$ cat config.mk
export PLATFORM = sky130hd
export DESIGN_NAME = bcd_step_source
export DESIGN_NICKNAME = d
export VERILOG_FILES = /design/src/rtl/bcd_step_source.sv
export SDC_FILE = /design/constraint.sdc
export NUM_CORES = 1
export LEC_CHECK = 0
export CORE_MARGIN = 2
export CORE_UTILIZATION = 51
export CTS_BUF_LIST = sky130_fd_sc_hd__clkbuf_16
export DETAILED_ROUTE_END_ITERATION = 6
export GPL_TIMING_DRIVEN = 0
export PLACE_DENSITY = 0.9
export SLEW_MARGIN = 40
export SYNTH_ARGS = -nofsm -noshare
export SYNTH_HDL_FRONTEND = slang
export SYNTH_SLANG_ARGS = --single-unit
$ cat constraint.sdc
create_clock -name clk -period 2.4 [get_ports clk]
set_input_delay 0.48 -clock clk [delete_from_list [all_inputs] [get_ports clk]]
set_output_delay 0.48 -clock clk [all_outputs]
set_load 0.02 [all_outputs]
$ cat src/rtl/bcd_step_source.sv
// bcd_step_source: clocked single-digit BCD source that steps up/down at a prescaled rate,
// with parallel load, wrap/saturate at 0 and 9, and a sticky illegal-load flag.
module bcd_step_source #(
    parameter int PRESCALE = 4,
    parameter bit WRAP     = 1'b1
) (
    input  logic       clk,
    input  logic       rst,
    input  logic       en,
    input  logic       up,
    input  logic       load,
    input  logic [3:0] din,
    output logic       a,
    output logic       b,
    output logic       c,
    output logic       d,
    output logic       step,
    output logic       tc,
    output logic       err
);
    localparam int PW = PRESCALE > 1 ? $clog2(PRESCALE) : 1;
    localparam logic [PW-1:0] PC_MAX = PW'(PRESCALE - 1);

    typedef enum logic [1:0] {IDLE, RUN, HOLD} state_t;

    state_t          state_q, state_d;
    logic [3:0]      q_q, q_d;
    logic [PW-1:0]   pc_q, pc_d;
    logic            step_q, step_d, tc_q, tc_d, err_q, err_d, dir_q, dir_d;
    logic            ld_ok, cnt, fire, at_edge, blocked;
    logic [3:0]      q_next;

    // HOLD only counts again once the direction turns away from the blocked boundary
    always_comb begin
        ld_ok   = load && din <= 4'd9;
        cnt     = en && (state_q != HOLD || up != dir_q);
        fire    = !load && cnt && pc_q == PC_MAX;
        at_edge = up ? q_q == 4'd9 : q_q == 4'd0;
        blocked = fire && at_edge && !WRAP;
        q_next  = up ? (q_q == 4'd9 ? 4'd0 : q_q + 4'd1) : (q_q == 4'd0 ? 4'd9 : q_q - 4'd1);
    end

    always_ff @(posedge clk) begin
        if (rst) state_q <= IDLE;
        else     state_q <= state_d;
    end

    always_comb begin
        state_d = load ? ((ld_ok && state_q == HOLD) ? RUN : state_q)
                : !en ? IDLE
                : blocked ? HOLD
                : (state_q == HOLD && up == dir_q) ? HOLD : RUN;
    end

    always_comb begin
        q_d    = ld_ok ? din : (fire && !blocked) ? q_next : q_q;
        pc_d   = (load || !cnt || fire) ? '0 : pc_q + PW'(1);
        step_d = ld_ok || (fire && !blocked);
        tc_d   = fire && at_edge;
        err_d  = err_q || (load && !ld_ok);
        dir_d  = blocked ? up : dir_q;
    end

    always_ff @(posedge clk) begin
        if (rst) begin
            q_q    <= '0;
            pc_q   <= '0;
            step_q <= 1'b0;
            tc_q   <= 1'b0;
            err_q  <= 1'b0;
            dir_q  <= 1'b0;
        end else begin
            q_q    <= q_d;
            pc_q   <= pc_d;
            step_q <= step_d;
            tc_q   <= tc_d;
            err_q  <= err_d;
            dir_q  <= dir_d;
        end
    end

    assign {a, b, c, d} = q_q;
    assign step = step_q;
    assign tc   = tc_q;
    assign err  = err_q;
endmodule

==> results.sh <==
# physical design summary
export IMPL_period_used=0.7833
export IMPL_fin_worst_skew_ns=0.003166
export IMPL_cp_max_fo=5
export IMPL_hold_slack_ns=0.4276
export IMPL_fin_crit_ns=1.880
export IMPL_critical_path_class="input pin to flop"
export IMPL_yosysMostFrequentCell="dfxtp_1"
export IMPL_n_all_buffers=21
export IMPL_p_leak_nw=0.3542
export IMPL_clock_buffers=3
export IMPL_drv_slew=0
export IMPL_status="finished clean"
export IMPL_fillers=101
export IMPL_die_w_um=41.33
export IMPL_ir_drop_mv=0.5209
export IMPL_yosys_stat_area_um2=710.7
export IMPL_hold_class="flop to flop"
export IMPL_core_um2=1301
export IMPL_area_delta_synth_final_pct=34.86
export IMPL_synth_top_area_share=0.3099
export IMPL_regMostFlops="q_q"
export IMPL_edf_count=0
export IMPL_netlist_area_um2=710.7
export IMPL_rsz0062_at_grt="false"
export IMPL_signal_buffer_area_fraction=0.2128
export IMPL_synth_seq_share=0.3099
export IMPL_setup_ws_ns=0.5200
export IMPL_ys_sh_mux=0
export IMPL_cp_end_kind="flop"
export IMPL_synth_main_ff_cell="dfxtp_1"
export IMPL_antenna_left=0
export IMPL_final_common_cell="clkdlybuf4s50_1"
export IMPL_worstPathRequired_ns=2.54
export IMPL_ios=16
export IMPL_dp_hpwl_um=1181
export IMPL_warnings=26
export IMPL_drv_cap=0
export IMPL_drive_above_1_share=0.2121
export IMPL_clk_pin_slew_ns=0.04
export IMPL_tap_cells=15
export IMPL_clk_path_buf_depth=2
export IMPL_regArea_um2=220.2
export IMPL_num_multi_input_gates=61
export IMPL_diodes=0
export IMPL_grt_pass1_vias=603
export IMPL_yosysWarnings=0
export IMPL_drc=0
export IMPL_chipArea_um2=1708
export IMPL_power_density_nw_per_um2=640.9
export IMPL_pre_cts_slack_ns=0.2812
export IMPL_ys_types=39
export IMPL_min_delay_start="pc_q[0]$_SDFF_PP0_"
export IMPL_critPathLaunch="up"
export IMPL_die_h_um=41.33
export IMPL_cts_hold_buf=0
export IMPL_dp_cells=110
export IMPL_grt_ovfl_total=0
export IMPL_hold_viol_final=0
export IMPL_avgSynthCellArea_um2=8.884
export IMPL_final_cell_mix="clkdlybuf4s50_1, dfxtp_1, a21oi_1"
export IMPL_portBuffers=15
export IMPL_simple_gate_area_frac=0.3011
export IMPL_rows=13
export IMPL_reg2reg_to="q_q[3]$_SDFFE_PP0P_"
export IMPL_largest_reg_flops=4
export IMPL_routabilityCongestion=0.8451
export IMPL_worstRegToRegCells=4
export IMPL_post_cts_buffers=0
export IMPL_topCellsByArea="dfxtp_1, a2111oi_2, a21oi_1"
export IMPL_final_area_um2=958.4
export IMPL_crit_arrival_ns=2.02
export IMPL_top_logic_kind="simple AND/OR/NAND/NOR gates"
export IMPL_fin_cells=114
export IMPL_cp_start_kind="input pin"
export IMPL_ys_sh_aoi=0.2606
export IMPL_worstMarginPinSlew_ns=0.3112
export IMPL_synth_area_leader_cell="dfxtp_1"
export IMPL_postPlaceCellArea_um2=879.6
export IMPL_xor_area_frac=0.02465
export IMPL_finalSetupViolCount=0
export IMPL_drt_first_iter_violations=21
export IMPL_common_cells="dfxtp_1, a21oi_1, nand2_1"
export IMPL_ff_count=11
export IMPL_grt_first_pass_wirelength_um=2739
export IMPL_max_freq_ghz=0.5319
export IMPL_clock_sinks=11
export IMPL_biggestCellCategory="multi-input combinational cells"
export IMPL_grt_antenna_before_repair=0
export IMPL_nets=110
export IMPL_power_uw=614.3
export IMPL_htreeDepth=1
export IMPL_inverters=2
## report_power, final
group / total [mW] / internal [mW] / switching (mW) / leakage (nW)
combinational: 0.111 / 0.0538 / 0.0573 / 0.222
sequential: 0.198 / 0.191 / 0.00679 / 0.0899
clock: 0.305 / 0.219 / 0.0862 / 0.0423
## critical path: stages
cell and delay (ns):
clkdlybuf4s50_1 0.51, or3b_4 0.43, nand3_2 0.13, o22ai_1 0.12, a2111oi_2 0.35
## layer usage
| layer | vias up | wire [um] | global-route usage |
|---|---|---|---|
| li1 | 341 | - | - |
| met1 | 329 | 759 | 0.2876 |
| met2 | 37 | 850 | 0.4180 |
| met3 | 7 | 125 | 0.07979 |
| met4 | 0 | 40 | 0.1210 |
| met5 | - | 0 | 0 |
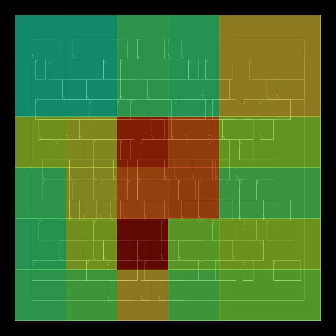
Fig. 1. Routing congestion.
Final Util: 0.7365
met3 usage: 0.07979

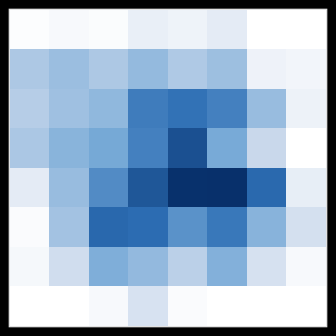
Fig. 2. Routed metal per tile.
The die is cut into 8 by 8 equal tiles; white is low, dark blue is high, scaled to the fullest tile. Values are wire area over tile area, all layers added.
25% of the tiles are over half the peak. The densest ninth of the die: center. The fullest tile reaches 0.52. 14% of the tiles are nearly empty. The mean over all tiles is 0.17.
Vias: 714
Routed WL: 1775 um
Tot GR Track Use: 0.2506
drt wl/cell: 15.57 um

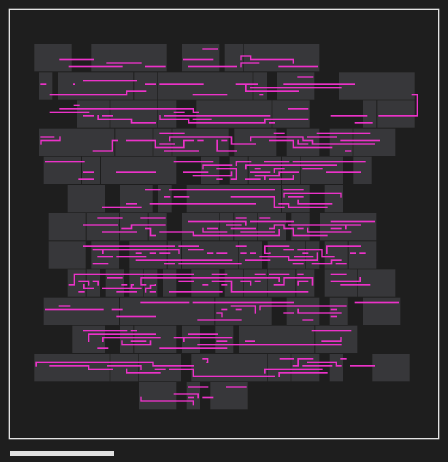
Fig. 3. Metal 1.
Bar = 10 um.
The wires run mostly horizontal. The layer carries 759 um of wire. The longest straight run is 13.8 um. The layer holds 43% of the routed length.
met1 usage in global routing: 0.2876

No activity file was given, so power comes from the tool's default toggle rates.
